==> run_1/clocks.png <==
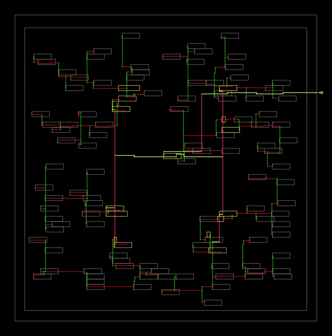
==> run_1/detail.png <==
Bar = 5 um. Region (68, 101) to (88, 121) um. Cells in gray, sequential cells in the stronger gray; small squares are vias.
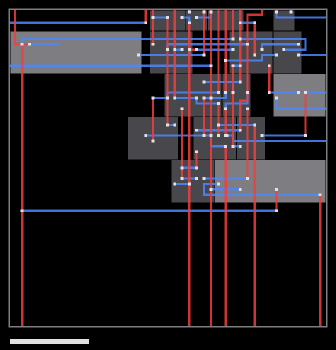
==> run_1/metal_density.png <==
The die is cut into 31 by 32 equal tiles; white is low, dark blue is high, scaled to the fullest tile. Values are wire area over tile area, all layers added.
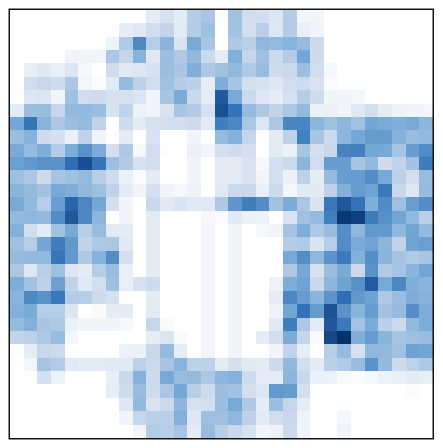
==> run_1/io_placement.png <==
Bar = 50 um. Pins as bars across the die edge, other pins in gray.
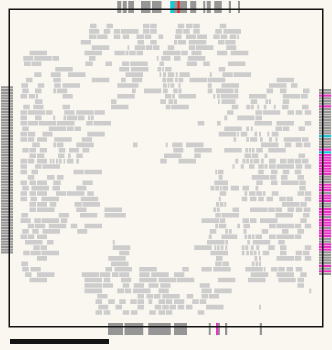
## src/rtl/lsu_ctrl_pkg.sv

```systemverilog
// lsu_pkg: shared width encodings, FSM state type and alignment helper
// for the load/store sequencer and its lane-alignment datapath.
package lsu_pkg;

    localparam logic [1:0] LSU_W_B = 2'b00;
    localparam logic [1:0] LSU_W_H = 2'b01;
    localparam logic [1:0] LSU_W_W = 2'b11;

    typedef enum logic [1:0] {
        IDLE,
        BUSY,
        RESP
    } lsu_state_t;

    // Reserved width (2'b10) is never aligned, so it takes the misalign path.
    function automatic logic is_aligned(
        input logic [1:0] w,
        input logic [1:0] off
    );
        return (w == LSU_W_B) ||
               (w == LSU_W_H && !off[0]) ||
               (w == LSU_W_W && off == 2'b00);
    endfunction

endpackage

```

## src/rtl/lsu_ctrl_if.sv

```systemverilog
// lsu_ctrl_if: data-memory request/ack bus between the LSU and memory.
// master = LSU side (drives req/we/addr/be/wdata), slave = memory side.
interface lsu_ctrl_if;

    logic        mem_req;
    logic        mem_we;
    logic [31:0] mem_addr;
    logic [3:0]  mem_be;
    logic [31:0] mem_wdata;
    logic        mem_ack;
    logic [31:0] mem_rdata;

    modport master (
        output mem_req, mem_we, mem_addr, mem_be, mem_wdata,
        input  mem_ack, mem_rdata
    );

    modport slave (
        input  mem_req, mem_we, mem_addr, mem_be, mem_wdata,
        output mem_ack, mem_rdata
    );

endinterface

```

## src/rtl/lsu_ctrl_lane_align.sv

```systemverilog
// lsu_lane_align: combinational byte-lane logic. Store side: i_st_* ->
// o_be/o_st_data. Load side: i_ld_* + read word -> extended o_ld_data.
module lsu_lane_align
    import lsu_pkg::*;
(
    input  logic [1:0]  i_st_width,
    input  logic [1:0]  i_st_off,
    input  logic [31:0] i_st_data,
    output logic [3:0]  o_be,
    output logic [31:0] o_st_data,
    input  logic [1:0]  i_ld_width,
    input  logic [1:0]  i_ld_off,
    input  logic        i_ld_sign,
    input  logic [31:0] i_ld_data,
    output logic [31:0] o_ld_data
);

    logic [7:0]  w_byte;
    logic [15:0] w_half;

    assign w_byte = i_ld_data[8*i_ld_off +: 8];
    assign w_half = i_ld_data[16*i_ld_off[1] +: 16];

    always_comb begin
        o_be      = 4'b0000;
        o_st_data = i_st_data;
        case (i_st_width)
            LSU_W_B: begin
                o_be      = 4'b0001 << i_st_off;
                o_st_data = {4{i_st_data[7:0]}};
            end
            LSU_W_H: begin
                o_be      = i_st_off[1] ? 4'b1100 : 4'b0011;
                o_st_data = {2{i_st_data[15:0]}};
            end
            LSU_W_W: o_be = 4'b1111;
            default: o_be = 4'b0000;
        endcase
    end

    always_comb begin
        o_ld_data = i_ld_data;
        case (i_ld_width)
            LSU_W_B: o_ld_data = {{24{i_ld_sign & w_byte[7]}}, w_byte};
            LSU_W_H: o_ld_data = {{16{i_ld_sign & w_half[15]}}, w_half};
            default: o_ld_data = i_ld_data;
        endcase
    end

endmodule

```

## src/rtl/lsu_ctrl.sv

```systemverilog
// lsu_ctrl: load/store sequencer (IDLE->BUSY->RESP). Core side: start,
// is_load, is_store, width, load_sign, addr, wdata -> stall, done, rd_data,
// misalign, bus_err. Memory side: lsu_ctrl_if.master. Optional macro
// LSU_TIMEOUT_EN aborts BUSY after TIMEOUT cycles without mem_ack.
module lsu_ctrl
    import lsu_pkg::*;
#(
    parameter int TIMEOUT = 255,
    parameter int CNT_W   = 8
) (
    input  logic              clk,
    input  logic              rst,
    input  logic              start,
    input  logic              is_load,
    input  logic              is_store,
    input  logic [1:0]        width,
    input  logic              load_sign,
    input  logic [31:0]       addr,
    input  logic [31:0]       wdata,
    output logic              stall,
    output logic              done,
    output logic [31:0]       rd_data,
    output logic              misalign,
    output logic              bus_err,
    lsu_ctrl_if.master        mem
);

    if (2**CNT_W <= TIMEOUT) begin : g_cnt_w_check
        $error("CNT_W too narrow for TIMEOUT");
    end

    lsu_state_t  r_state, w_state_nx;
    logic        r_we;
    logic [31:0] r_addr, r_wdata, r_rd;
    logic [3:0]  r_be;
    logic [1:0]  r_width, r_off;
    logic        r_sign;

    logic        w_op, w_aligned, w_launch, w_finish;
    logic [3:0]  w_be;
    logic [31:0] w_wdata, w_ld;

    assign w_op      = start & (is_load | is_store);
    assign w_aligned = is_aligned(width, addr[1:0]);

    lsu_lane_align u_align (
        .i_st_width (width),
        .i_st_off   (addr[1:0]),
        .i_st_data  (wdata),
        .o_be       (w_be),
        .o_st_data  (w_wdata),
        .i_ld_width (r_width),
        .i_ld_off   (r_off),
        .i_ld_sign  (r_sign),
        .i_ld_data  (mem.mem_rdata),
        .o_ld_data  (w_ld)
    );

`ifdef LSU_TIMEOUT_EN
    logic [CNT_W-1:0] r_cnt;
    logic             r_berr;
    logic             w_abort, w_cnt_hit;

    // Hit when this BUSY cycle would make the no-ack count equal TIMEOUT.
    assign w_cnt_hit = (r_cnt == CNT_W'(TIMEOUT - 1));
`endif

    always_comb begin
        w_state_nx = r_state;
        stall      = 1'b0;
        done       = 1'b0;
        misalign   = 1'b0;
        w_launch   = 1'b0;
        w_finish   = 1'b0;
`ifdef LSU_TIMEOUT_EN
        w_abort    = 1'b0;
`endif
        case (r_state)
            IDLE: begin
                if (w_op && w_aligned) begin
                    stall      = 1'b1;
                    w_launch   = 1'b1;
                    w_state_nx = BUSY;
                end else if (w_op) begin
                    misalign   = 1'b1;
                end
            end
            BUSY: begin
                stall = 1'b1;
                if (mem.mem_ack) begin
                    w_finish   = 1'b1;
                    w_state_nx = RESP;
                end
`ifdef LSU_TIMEOUT_EN
                else if (w_cnt_hit) begin
                    w_abort    = 1'b1;
                    w_state_nx = RESP;
                end
`endif
            end
            RESP: begin
                done       = 1'b1;
                w_state_nx = IDLE;
            end
            default: w_state_nx = IDLE;
        endcase
    end

    always_ff @(posedge clk or posedge rst) begin
        if (rst) begin
            r_state <= IDLE;
            r_we    <= 1'b0;
            r_addr  <= '0;
            r_be    <= '0;
            r_wdata <= '0;
            r_width <= '0;
            r_off   <= '0;
            r_sign  <= 1'b0;
            r_rd    <= '0;
        end else begin
            r_state <= w_state_nx;
            if (w_launch) begin
                r_addr  <= {addr[31:2], 2'b00};
                r_be    <= w_be;
                r_wdata <= w_wdata;
                r_we    <= is_store;
                r_width <= width;
                r_off   <= addr[1:0];
                r_sign  <= load_sign;
            end
            if (w_finish) begin
                r_rd <= r_we ? 32'h0 : w_ld;
            end
`ifdef LSU_TIMEOUT_EN
            if (w_abort) begin
                r_rd <= 32'h0;
            end
`endif
        end
    end

`ifdef LSU_TIMEOUT_EN
    always_ff @(posedge clk or posedge rst) begin
        if (rst) begin
            r_cnt  <= '0;
            r_berr <= 1'b0;
        end else begin
            if (w_launch) begin
                r_cnt <= '0;
            end else if (r_state == BUSY && !mem.mem_ack) begin
                r_cnt <= r_cnt + 1'b1;
            end
            if (w_finish || w_abort) begin
                r_berr <= w_abort;
            end
        end
    end

    assign bus_err = (r_state == RESP) & r_berr;
`else
    assign bus_err = 1'b0;
`endif

    // Request is a pure state decode so an async reset drops it at once.
    assign mem.mem_req   = (r_state == BUSY);
    assign mem.mem_we    = r_we;
    assign mem.mem_addr  = r_addr;
    assign mem.mem_be    = r_be;
    assign mem.mem_wdata = r_wdata;
    assign rd_data       = r_rd;

endmodule

```

## src/flat_wrapper.sv

```systemverilog
// flat-port wrapper written by rule: the top's interface ports become plain ports
module lsu_ctrl_flat import lsu_pkg::*;
#(
    parameter int TIMEOUT = 255,
    parameter int CNT_W   = 8
)
  (clk, rst, start, is_load, is_store, width, load_sign, addr, wdata, stall, done, rd_data, misalign, bus_err, mem_mem_req, mem_mem_we, mem_mem_addr, mem_mem_be, mem_mem_wdata, mem_mem_ack, mem_mem_rdata);
  lsu_ctrl_if mem_i ();
  input  logic clk;
  input  logic rst;
  input  logic start;
  input  logic is_load;
  input  logic is_store;
  input  logic [1:0] width;
  input  logic load_sign;
  input  logic [31:0] addr;
  input  logic [31:0] wdata;
  output logic stall;
  output logic done;
  output logic [31:0] rd_data;
  output logic misalign;
  output logic bus_err;
  output wire logic [$bits(mem_i.mem_req)-1:0] mem_mem_req;
  output wire logic [$bits(mem_i.mem_we)-1:0] mem_mem_we;
  output wire logic [$bits(mem_i.mem_addr)-1:0] mem_mem_addr;
  output wire logic [$bits(mem_i.mem_be)-1:0] mem_mem_be;
  output wire logic [$bits(mem_i.mem_wdata)-1:0] mem_mem_wdata;
  input wire logic [$bits(mem_i.mem_ack)-1:0] mem_mem_ack;
  input wire logic [$bits(mem_i.mem_rdata)-1:0] mem_mem_rdata;
  assign mem_mem_req = mem_i.mem_req;
  assign mem_mem_we = mem_i.mem_we;
  assign mem_mem_addr = mem_i.mem_addr;
  assign mem_mem_be = mem_i.mem_be;
  assign mem_mem_wdata = mem_i.mem_wdata;
  assign mem_i.mem_ack = mem_mem_ack;
  assign mem_i.mem_rdata = mem_mem_rdata;
  lsu_ctrl #(.TIMEOUT(TIMEOUT), .CNT_W(CNT_W)) u_core (.clk(clk), .rst(rst), .start(start), .is_load(is_load), .is_store(is_store), .width(width), .load_sign(load_sign), .addr(addr), .wdata(wdata), .stall(stall), .done(done), .rd_data(rd_data), .misalign(misalign), .bus_err(bus_err), .mem(mem_i));
endmodule
```

## config.mk

```make
export PLATFORM = sky130hd
export DESIGN_NAME = lsu_ctrl_flat
export DESIGN_NICKNAME = d
export VERILOG_FILES = /design/src/rtl/lsu_ctrl_pkg.sv /design/src/rtl/lsu_ctrl_if.sv /design/src/rtl/lsu_ctrl_lane_align.sv /design/src/rtl/lsu_ctrl.sv /design/src/flat_wrapper.sv
export SDC_FILE = /design/constraint.sdc
export NUM_CORES = 1
export LEC_CHECK = 0
export ABC_CLOCK_PERIOD_IN_PS = 10690
export CORE_AREA = 5 5 152 154
export DETAILED_ROUTE_END_ITERATION = 10
export DIE_AREA = 0 0 157 159
export PLACE_DENSITY = 0.54
export SKIP_CTS_REPAIR_TIMING = 1
export SYNTH_ARGS = -nofsm -noshare
export SYNTH_HDL_FRONTEND = slang
export SYNTH_SLANG_ARGS = --single-unit
```

## constraint.sdc

```tcl
create_clock -name clk -period 10.69 [get_ports clk]
set_input_delay 2.138 -clock clk [delete_from_list [all_inputs] [get_ports clk]]
set_output_delay 2.138 -clock clk [all_outputs]
set_load 0.02 [all_outputs]
```

==> flow_summary.toml, run 1 <==
# synthesis and place-and-route metrics
[clocking]
cts-root-to-sink-buffers = 2
clkLatencyLatePin_ns = 0.35
clk_pin_slew_ns = 0.07

[logic_synthesis]
synth-main-ff-cell = "dfrtp_1"
ys_sh_adder_pct = 0
ys_seq_share_pct = 50.20
synthTopCellsByCount = "dfrtp_1 (106), mux2_4 (67), o21ai_0 (35), nand2_1 (28), mux2i_1 (24)"
yosys_register_bits = 106
post_synth_and_or_nand_nor_area_fraction_pct = 4.996
ys_area_um2 = 5284
synth.largest_area_cell = "dfrtp_1"
synth.cellmix.compoundShare_pct = 12.46
synth_stat.cells = 404
synth.avg_cell_area_um2 = 13.08
yosys-dominant-comb-family = "multiplexers"
syn_inst = 404
top_cell = "dfrtp_1"

[power]
power_density_nw_per_um2 = 238.5
power.static_leakage_nw = 3.464
peakVddDrop_mv = 0.08400
design_power_total_mw = 1.875

[place]
routabilityCongestion = 0.8087

[finish]
antenna_cells_inserted = 0
comb.multi_input.count = 262
drive_above_1_share_pct = 19.27
dominant_cells = "registers"
nonClockInverterCount = 7
signal_buffer_area_fraction_pct = 26.74

[sta]
slew_headroom_pct = 41.46
finalSetupViolations = 0
tightest_slew_ns = 0.8780
setup_tns_ns = 0

[die]
floorplan.die.width_um = 157

[routing]
drt-met1-wl_mm = 7.094
detail_route.drc_violations = 0
route.detailed.vias_per_inst = 4.451

[hold_path]
holdPathStages = 2
worstHoldPathType = "reg -> reg"

[worst_setup_path]
setup.worst_path.class = "in -> out"
worst_ep_arrival_time_ns = 4.85
worst_setup_path_start_kind = "primary input"
worst-r2r-cell-count = 5

[outcome]
run_status = "complete, no violations"
About clocks.png:
count of clock-net buffers in the final layout: 10
Post-Route Skew: 0.007601 ns
power dissipated in the clock network: 0.359 mW
clock buffers created by TritonCTS: 9
TritonCTS Sinks: 106

About detail.png:
metal 2 -> red
metal 1 -> blue
cells with their middle in the window = 11
sequential cells in the window = 2
netlist names of flops here include = `u_core.mem.mem_be` (2)
most frequent = o21ai_0 (2), o211ai_1 (2), dfrtp_1 (2)

About metal_density.png:
fullest tile = 0.44
densest ninth of the die = east
tiles over half the peak = 13%
mean over tiles = 0.10
emptiest ninth of the die = center
post-detailed-route wirelength per cell: 18.09 um
GRT Total Usage: 12.38%
Post-Route WL: 15.96 mm
vias after detailed routing: 3926

About io_placement.png:
`mem_mem_be` -> cyan  # pins 4, direction output, edge 2 north, 2 east
`start` -> red  # pins 1, direction input, edge north
`mem_mem_rdata` -> magenta  # pins 32, direction input, edge 31 east, 1 south
all pins by edge = 69 east, 62 west, 42 south, 38 north

-- run 1: critical path, stage by stage --
cell and delay [ns]:
clkdlybuf4s50_1 1.01, nand2b_1 0.11, a22oi_1 0.32, nand2b_4 0.42, nand2_1 0.20, clkdlybuf4s50_1 0.65
-- run 1: power breakdown --
| part | internal, mW | switching [mW] | total [mW] | leakage (nW) |
|---|---|---|---|---|
| Clock | 0.207 | 0.153 | 0.359 | 0.157 |
| Sequential | 0.547 | 0.106 | 0.653 | 1.29 |
| Combinational | 0.465 | 0.396 | 0.862 | 2.01 |
| Total | 1.22 | 0.655 | 1.87 | 3.46 |
-- run 1: stage by stage --
step	hold WS, ns	setup WS (ns)
floorplan	0.5265	5.502
global placement	0.4737	3.688
detailed placement	0.4799	3.674
CTS	0.4975	3.664
global route	0.5228	3.504
finish	0.4931	3.699
-- run 1: placed cells by master (no fill, tap or decap), types with 2 or more instances in the layout --
| cell type | count |
|---|---|
| a21oi_1 | 19 |
| a221o_1 | 18 |
| a22oi_1 | 2 |
| buf_4 | 4 |
| bufinv_16 | 2 |
| clkbuf_16 | 9 |
| clkdlybuf4s50_1 | 207 |
| clkinv_2 | 2 |
| conb_1 | 3 |
| dfrtp_1 | 106 |
| inv_1 | 6 |
| inv_6 | 2 |
| mux2_2 | 17 |
| mux2_4 | 67 |
| mux2i_1 | 24 |
| nand2_1 | 28 |
| nand2b_1 | 3 |
| nor2_1 | 4 |
| nor2_2 | 2 |
| nor2b_1 | 2 |
| o211ai_1 | 2 |
| o21ai_0 | 35 |
| o21ai_1 | 8 |
| o32ai_1 | 7 |
| or3_1 | 2 |
--- run 2 (diff from run 1) ---
Settings changed: ABC_CLOCK_PERIOD_IN_PS 10690 to 6600.
Clock period 10.69 ns to 6.6 ns, I/O delays scaled along.
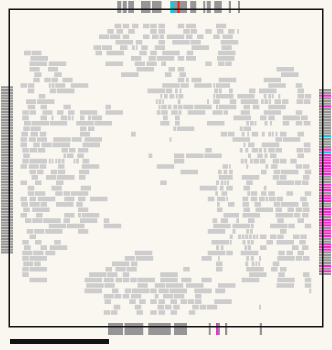
(run_2/io_placement.png)
Bar = 50 um. Pins as bars across the die edge, other pins in gray.
`start` -> red  # pins 1, direction input, edge north
`mem_mem_be` -> cyan  # pins 4, direction output, edge 2 north, 2 east
`mem_mem_rdata` -> magenta  # pins 32, direction input, edge 31 east, 1 south
horizontal extent of the die: 157 um
number of buffers inserted by port buffering: 207

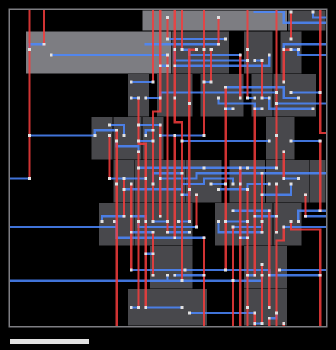
(run_2/detail.png)
Bar = 5 um. Region (68, 101) to (88, 121) um. Cells in gray, sequential cells in the stronger gray; small squares are vias.
metal 2 -> red
metal 1 -> blue
cells with their middle in the window = 26
most frequent = nor2_1 (3), nand2_1 (3)
sequential cells in the window = 1
netlist names of flops here include = `u_core.mem.mem_be` (1)

==> flow_summary.toml, run 2 <==
# synthesis and place-and-route metrics
[outcome]
run_status = "complete, no violations"

[sta]
tightest_slew_ns = 0.8801
whs_ns = 0.4935

[place]
routabilityCongestion = 0.8234

[power]
power_density_nw_per_um2 = 380.8
design_power_total_mw = 2.979
peakVddDrop_mv = 0.1488

[routing]
via_count = 3966
detail_route.drc_violations = 0

[clocking]
clock_sinks = 106
cts-buffers-inserted = 9
clk_pin_slew_ns = 0.07

[worst_setup_path]
cp_slowest_stage_delay_ns = 1.02
cpMaxStageDelayCell = "clkdlybuf4s50_1"
setup.worst_path.class = "in -> out"
crit_family = "buffers and inverters"

[finish]
final_layout_top_logic_cells = "clkdlybuf4s50_1 (207), dfrtp_1 (106), mux2_4 (67), o21ai_0 (35), nand2_1 (28)"
antenna_cells_inserted = 0
final_common_cell = "clkdlybuf4s50_1"

[logic_synthesis]
yosys_register_bits = 106
synth-main-ff-cell = "dfrtp_1"
ys_seq_share_pct = 50.20
synth.cellmix.compoundShare_pct = 12.46
syn_inst = 404
synthTopCellsByCount = "dfrtp_1 (106), mux2_4 (67), o21ai_0 (35), nand2_1 (28), mux2i_1 (24)"

[hold_path]
worstHoldPathType = "reg -> reg"
run 2: final cells by class:
class / instances / area, um2 / area share, %
Timing Repair Buffer: 211 / 2102 / 26.87
Clock buffer: 11 / 242.7 / 3.103
Clock inverter: 5 / 37.54 / 0.4798
Tap cell: 280 / 350.3 / 4.478
Multi-Input combinational cell: 262 / 2410 / 30.80
Inverter: 7 / 28.78 / 0.3678
Sequential cell: 106 / 2653 / 33.90
run 2: per-stage QoR:
stage / setup slack [ns] / util [%] / instance area (um2)
2_1_floorplan: 2.491 / - / 5291
3_3_place_gp: 1.342 / 35.00 / 7543
3_5_place_dp: 1.275 / 35.00 / 7543
4_1_cts: 1.267 / 36.30 / 7824
5_1_grt: 1.107 / 36.30 / 7824
6_report: 1.313 / 36.30 / 7824
run 2: final timing paths:
| kind | to | depth (start not counted) | from | slack [ns] |
|---|---|---|---|---|
| min in group asynchronous | u_core.mem.mem_addr[18]$_DFFE_PP0P_ | 2 | rst | 1.51 |
| max | stall | 6 | width[0] | 1.31 |
| min | u_core.rd_data[8]$_DFFE_PP0P_ | 2 | u_core.rd_data[8]$_DFFE_PP0P_ | 0.49 |
| min reg2reg | u_core.rd_data[8]$_DFFE_PP0P_ | 2 | u_core.rd_data[8]$_DFFE_PP0P_ | 0.49 |
| max in group asynchronous | u_core.rd_data[0]$_DFFE_PP0P_ | 3 | rst | 4.01 |
| max reg2reg | u_core.mem.mem_addr[9]$_DFFE_PP0P_ | 5 | u_core.r_state[0]$_DFFE_PP0P_ | 4.10 |
run 2: where the power goes:
group          internal (mW)  switching [mW]
Clock                  0.269           0.256
Sequential             0.886           0.169
Combinational          0.754           0.645
run 2: worst register-to-register path: stages (launching register included):
cell and delay (ns):
dfrtp_1 0.47, nor2_1 0.09, o211ai_2 0.15, nand2b_4 0.50, buf_4 0.79, mux2_4 0.38
Power is estimated from default activity; no workload was simulated.
